**Power grid**

Bar = 100 um. Pins as bars on the die edge. Tap cells in grey.
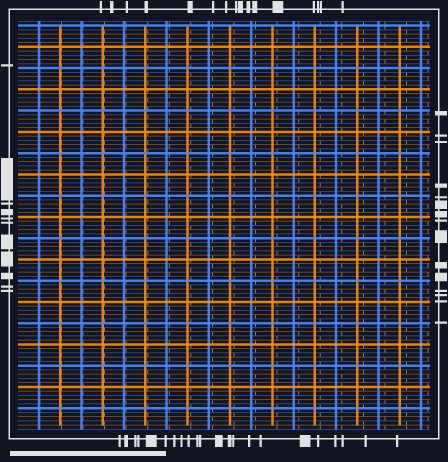
**Placement by cell class**

Bar = 100 um.
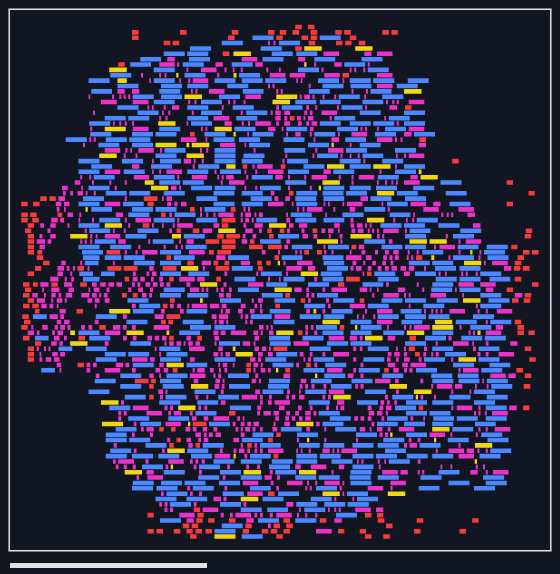
**Clock wires, drivers and flops**

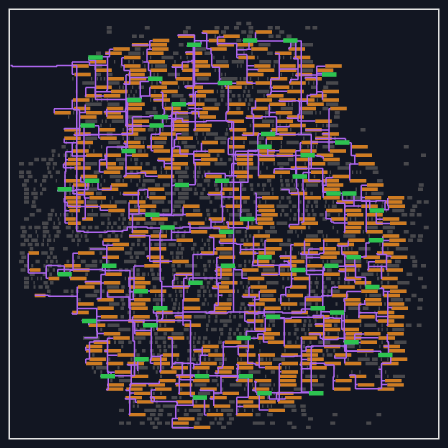
**Metal layers overlaid**

Bar = 100 um. Two of the layers only.
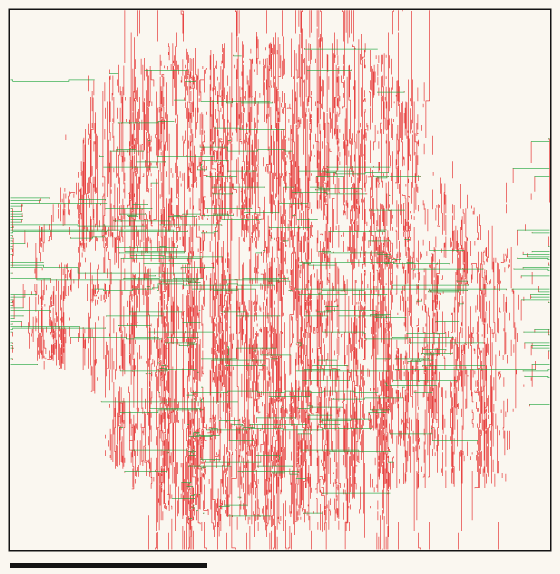
[config.mk]
export PLATFORM = sky130hd
export DESIGN_NAME = ras_stack
export DESIGN_NICKNAME = d
export VERILOG_FILES = /design/src/rtl/ras_stack.sv
export SDC_FILE = /design/constraint.sdc
export NUM_CORES = 1
export LEC_CHECK = 0
export CAP_MARGIN = 10
export CELL_PAD_IN_SITES_DETAIL_PLACEMENT = 1
export CELL_PAD_IN_SITES_GLOBAL_PLACEMENT = 1
export CORE_MARGIN = 5
export CORE_UTILIZATION = 35
export DETAILED_ROUTE_END_ITERATION = 16
export PLACE_DENSITY = 0.67
export SETUP_SLACK_MARGIN = 0.2
export SLEW_MARGIN = 10
export SYNTH_ARGS = -nofsm -noshare
export SYNTH_HDL_FRONTEND = slang
export SYNTH_SLANG_ARGS = --single-unit
export TNS_END_PERCENT = 20
[constraint.sdc]
create_clock -name clk_i -period 4.5 [get_ports clk_i]
set_clock_uncertainty 0.1 [all_clocks]
set_input_delay 0.675 -clock clk_i [delete_from_list [all_inputs] [get_ports clk_i]]
set_output_delay 0.675 -clock clk_i [all_outputs]
set_load 0.005 [all_outputs]
[src/rtl/ras_stack.sv]
// ============================================================================
// Module   : ras_stack
// Brief    : Circular return address stack with saturating occupancy count
//            and a tos/cnt checkpoint for misprediction recovery.
// Revision : 1.0 - initial release
// ============================================================================
`default_nettype none

module ras_stack #(
  parameter int PTR_W = 3
) (
  input  logic             clk_i,
  input  logic             rst_i,
  input  logic             ctl_vld_i,
  input  logic [1:0]       ras_ctl_i,
  input  logic [63:0]      push_pc_i,
  input  logic             restore_vld_i,
  input  logic [PTR_W-1:0] restore_tos_i,
  input  logic [PTR_W:0]   restore_cnt_i,
  output logic [63:0]      ras_data_o,
  output logic             ras_empty_o,
  output logic [PTR_W-1:0] ckpt_tos_o,
  output logic [PTR_W:0]   ckpt_cnt_o
);

  localparam int             c_DEPTH     = 2 ** PTR_W;
  localparam logic [PTR_W:0] c_DEPTH_CNT = (PTR_W + 1)'(c_DEPTH);

  localparam logic [1:0] c_OP_NONE     = 2'b00;
  localparam logic [1:0] c_OP_PUSH     = 2'b01;
  localparam logic [1:0] c_OP_POP      = 2'b10;
  localparam logic [1:0] c_OP_POP_PUSH = 2'b11;

  logic [63:0]      r_entry [c_DEPTH];
  logic [PTR_W-1:0] r_tos;
  logic [PTR_W:0]   r_cnt;

  logic [63:0]      w_ret;
  logic [PTR_W-1:0] w_tos_inc;
  logic [PTR_W-1:0] w_tos_dec;

  assign w_ret     = push_pc_i + 64'd4;
  assign w_tos_inc = r_tos + 1'b1;
  assign w_tos_dec = r_tos - 1'b1;

  always_ff @(posedge clk_i) begin
    if (rst_i) begin
      r_tos <= '0;
      r_cnt <= '0;
      for (int i = 0; i < c_DEPTH; i++) begin
        r_entry[i] <= '0;
      end
    end else if (restore_vld_i) begin
      // Recovery wins over the ctl op of the same cycle; entries are kept.
      r_tos <= restore_tos_i;
      r_cnt <= restore_cnt_i;
    end else if (ctl_vld_i) begin
      case (ras_ctl_i)
        c_OP_PUSH: begin
          r_tos            <= w_tos_inc;
          r_entry[w_tos_inc] <= w_ret;
          if (r_cnt != c_DEPTH_CNT) begin
            r_cnt <= r_cnt + 1'b1;
          end
        end
        c_OP_POP: begin
          r_tos <= w_tos_dec;
          if (r_cnt != '0) begin
            r_cnt <= r_cnt - 1'b1;
          end
        end
        c_OP_POP_PUSH: begin
          r_entry[r_tos] <= w_ret;
          if (r_cnt == '0) begin
            r_cnt <= (PTR_W + 1)'(1);
          end
        end
        c_OP_NONE: begin
        end
        default: begin
        end
      endcase
    end
  end

  assign ras_data_o  = r_entry[r_tos];
  assign ras_empty_o = (r_cnt == '0);
  assign ckpt_tos_o  = r_tos;
  assign ckpt_cnt_o  = r_cnt;

endmodule

`default_nettype wire

==> flow_metrics.py <==
# Synthesis and PnR figures
metrics = {
    "setup_path": {
        "crit_type": "reg -> out",
        "r2r_slack_ps": 1230,
        "worstSetupStartpointType": "flop",
        "crit_buf_inv": 2,
        "path_delay_family": "buffers and inverters",
        "r2r_cells": 8,
        "slowest_stage": "dfxtp_4",
        "cp_cell_sequence": "buf_12 -> mux4_2 -> mux2_2 -> clkdlybuf4s50_1",
        "worstSetupEndpoint": "ras_data_o[31]",
        "r2r_end": "r_entry[4][56]$_SDFFCE_PN0P_",
        "worst-path-max-fanout": 55,
        "cp.arrival_ps": 3030,
        "cp_num_cells": 4,
        "crit-reg2reg-launch": "ckpt_tos_o[0]$_SDFFE_PP0N_",
    },
    "finish": {
        "ff_count": 522,
        "area_share_clock_buf_inv_pct": 6.39,
        "comb_share_pct": 28.3,
        "signal_buffers": 234,
        "diodes": 1,
        "fillers": 6918,
        "logic_gate_count": 1069,
        "stdcell_area_um2": 29300,
        "syn_to_final_growth_pct": 20.4,
        "final_util_pct": 42.6,
        "num-nonclk-inverters": 15,
        "n_clock_buffer": 71,
        "seq_share_pct": 53.1,
        "dominant_cells": "registers",
        "drive_gt1_share_pct": 19.8,
        "comb_area_um2": 8290,
    },
    "route": {
        "maxUsedRoutingLayer": "met5",
        "wl_um": 78200,
        "ant_nets": 0,
        "met1_length_um": 32300,
        "drtPass1Iterations": 5,
        "dr_wl_met2_um": 38900,
        "via_per_inst": 5.66,
        "drc": 0,
    },
    "floorplan": {
        "coreArea_um2": 68800,
        "die_x_um": 274,
        "io_pins": 149,
        "std_cell_rows": 96,
        "chipHeight_um": 274,
        "tap_cells": 931,
        "fp_util_pct": 35.4,
    },
    "power": {
        "power_frac_seq_pct": 48.4,
        "power_frac_clock_pct": 41.4,
        "p_comb_share_pct": 10.2,
        "ir_worst_vdd_uv": 286,
        "totalPowerFinal_mw": 11.6,
        "comb-power_mw": 1.18,
        "powerClk_mw": 4.80,
        "p_seq_mw": 5.60,
        "powerDensity_nw_per_um2": 395,
        "power_leader": "registers",
    },
    "logic_synthesis": {
        "synthAoiAreaFrac_pct": 4.27,
        "ys_sh_simple_pct": 12.4,
        "ys_sh_xor_pct": 1.76,
        "synthTopCellsByCount": "edfxtp_1 (512), nor2_1 (350), mux4_2 (128)",
        "fp_nets": 1823,
        "top_cell": "edfxtp_1",
        "synth_seq_share_pct": 63.9,
        "ff_type": "edfxtp_1",
        "async_reset_ff_share_pct": 0,
        "yosysTopAreaCell": "edfxtp_1",
        "enable_flop_cells": 512,
        "top_cells_by_area": "edfxtp_1 (63%), mux4_2 (12%), nor2_1 (5.4%)",
        "synth_area_per_cell_um2": 14.0,
        "yosys_cells": 1738,
        "ys_types": 51,
        "topCombFamilyByArea": "multiplexers",
        "ys.flops": 522,
    },
    "timing": {
        "max_freq_ghz": 0.263,
        "fin_crit_sh_pct": 84.6,
        "finalSetupViolCount": 0,
        "whs_ps": 464,
        "finalSetupTns_ps": 0,
        "tightest_slew_ps": 813,
        "finalHoldViolations": 0,
        "slew_viol_final": 0,
        "period_needed_ps": 3810,
        "rsz0062_at_grt": "no",
        "relSlewSlack_pct": 45.8,
    },
    "place": {
        "place_congestion": 0.810,
        "dp_hpwl_um": 49000,
        "dp_cells": 2771,
        "io_buffers": 148,
        "placed_cell_area_um2": 27500,
        "dpl_worst_slack_ps": 408,
    },
    "cts": {
        "numCtsBuffers": 56,
        "ctsResizeCount": 0,
        "clockRootBuffer": "clkbuf_16",
        "cts-hold-fix-buffers": 0,
        "htreeDepth": 2,
        "cts_tree": "done",
        "cts_buffer_depth": 3,
        "clk_pin_slew_ps": 60,
        "post-cts-setup-buffer-count": 0,
    },
    "min_path": {
        "min_path_cells": 2,
        "min_from": "ckpt_cnt_o[0]$_SDFFE_PP0P_",
        "min_to": "ckpt_cnt_o[0]$_SDFFE_PP0P_",
        "hold_class": "reg -> reg",
    },
    "global_route": {
        "busiest_layer": "met2",
        "gr-usage-met3_pct": 3.99,
        "grt_antenna_before_repair": 5,
        "grt.met1_usage_pct": 27.0,
        "grt_util_all_layers_pct": 20.5,
        "met2_usage_pct": 35.3,
        "first_global_vias": 17292,
    },
    "run_status": {
        "status": "complete, no violations",
    },
    "job": {
        "tool_warnings": 30,
    },
}
About 'power grid':
Key: orange = VDD; blue = VSS
97 met1 rails follow the rows. The core has 96 rows. 19 straps on met4. 931 tap cells. 19 straps on met5.

About 'placement by cell class':
Key: magenta = all other logic [cells 1084]; yellow = clock drivers and dummy loads [cells 99]; blue = flip-flops [cells 522]; red = other buffers and delay cells [cells 234]

About 'clock wires, drivers and flops':
Key: purple = clock wires [length 6930 um]; green = cells driving clock nets [count 56]; orange = flip-flops [count 522]
There are 57 routed clock nets.

About 'metal layers overlaid':
Key: red = met2 [wire length 38.9 mm]; green = met3 [wire length 5170 um]

[layout by cell type, fill, tap and decap left out, types with 11 or more instances in the layout]
master / count
a21oi_1: 127
and2_1: 27
and3_1: 15
and4_1: 11
buf_12: 19
buf_4: 67
clkbuf_16: 57
clkdlybuf4s50_1: 148
edfxtp_1: 512
inv_1: 15
mux2_2: 64
mux4_2: 128
nand2_1: 49
nand3_1: 27
nand4_1: 23
nor2_1: 350
nor3_1: 23
nor4_1: 17
o211ai_1: 16
o21ai_0: 18
or4_1: 38
xnor2_1: 35
xor2_1: 14
[state kept, by name, indices dropped and copies added, names as in the netlist, named ones only]
| register | count |
|---|---|
| ckpt_cnt_o | 4 |
| ckpt_tos_o | 3 |
| r_entry | 512 |
Power is estimated from default activity; no workload was simulated.
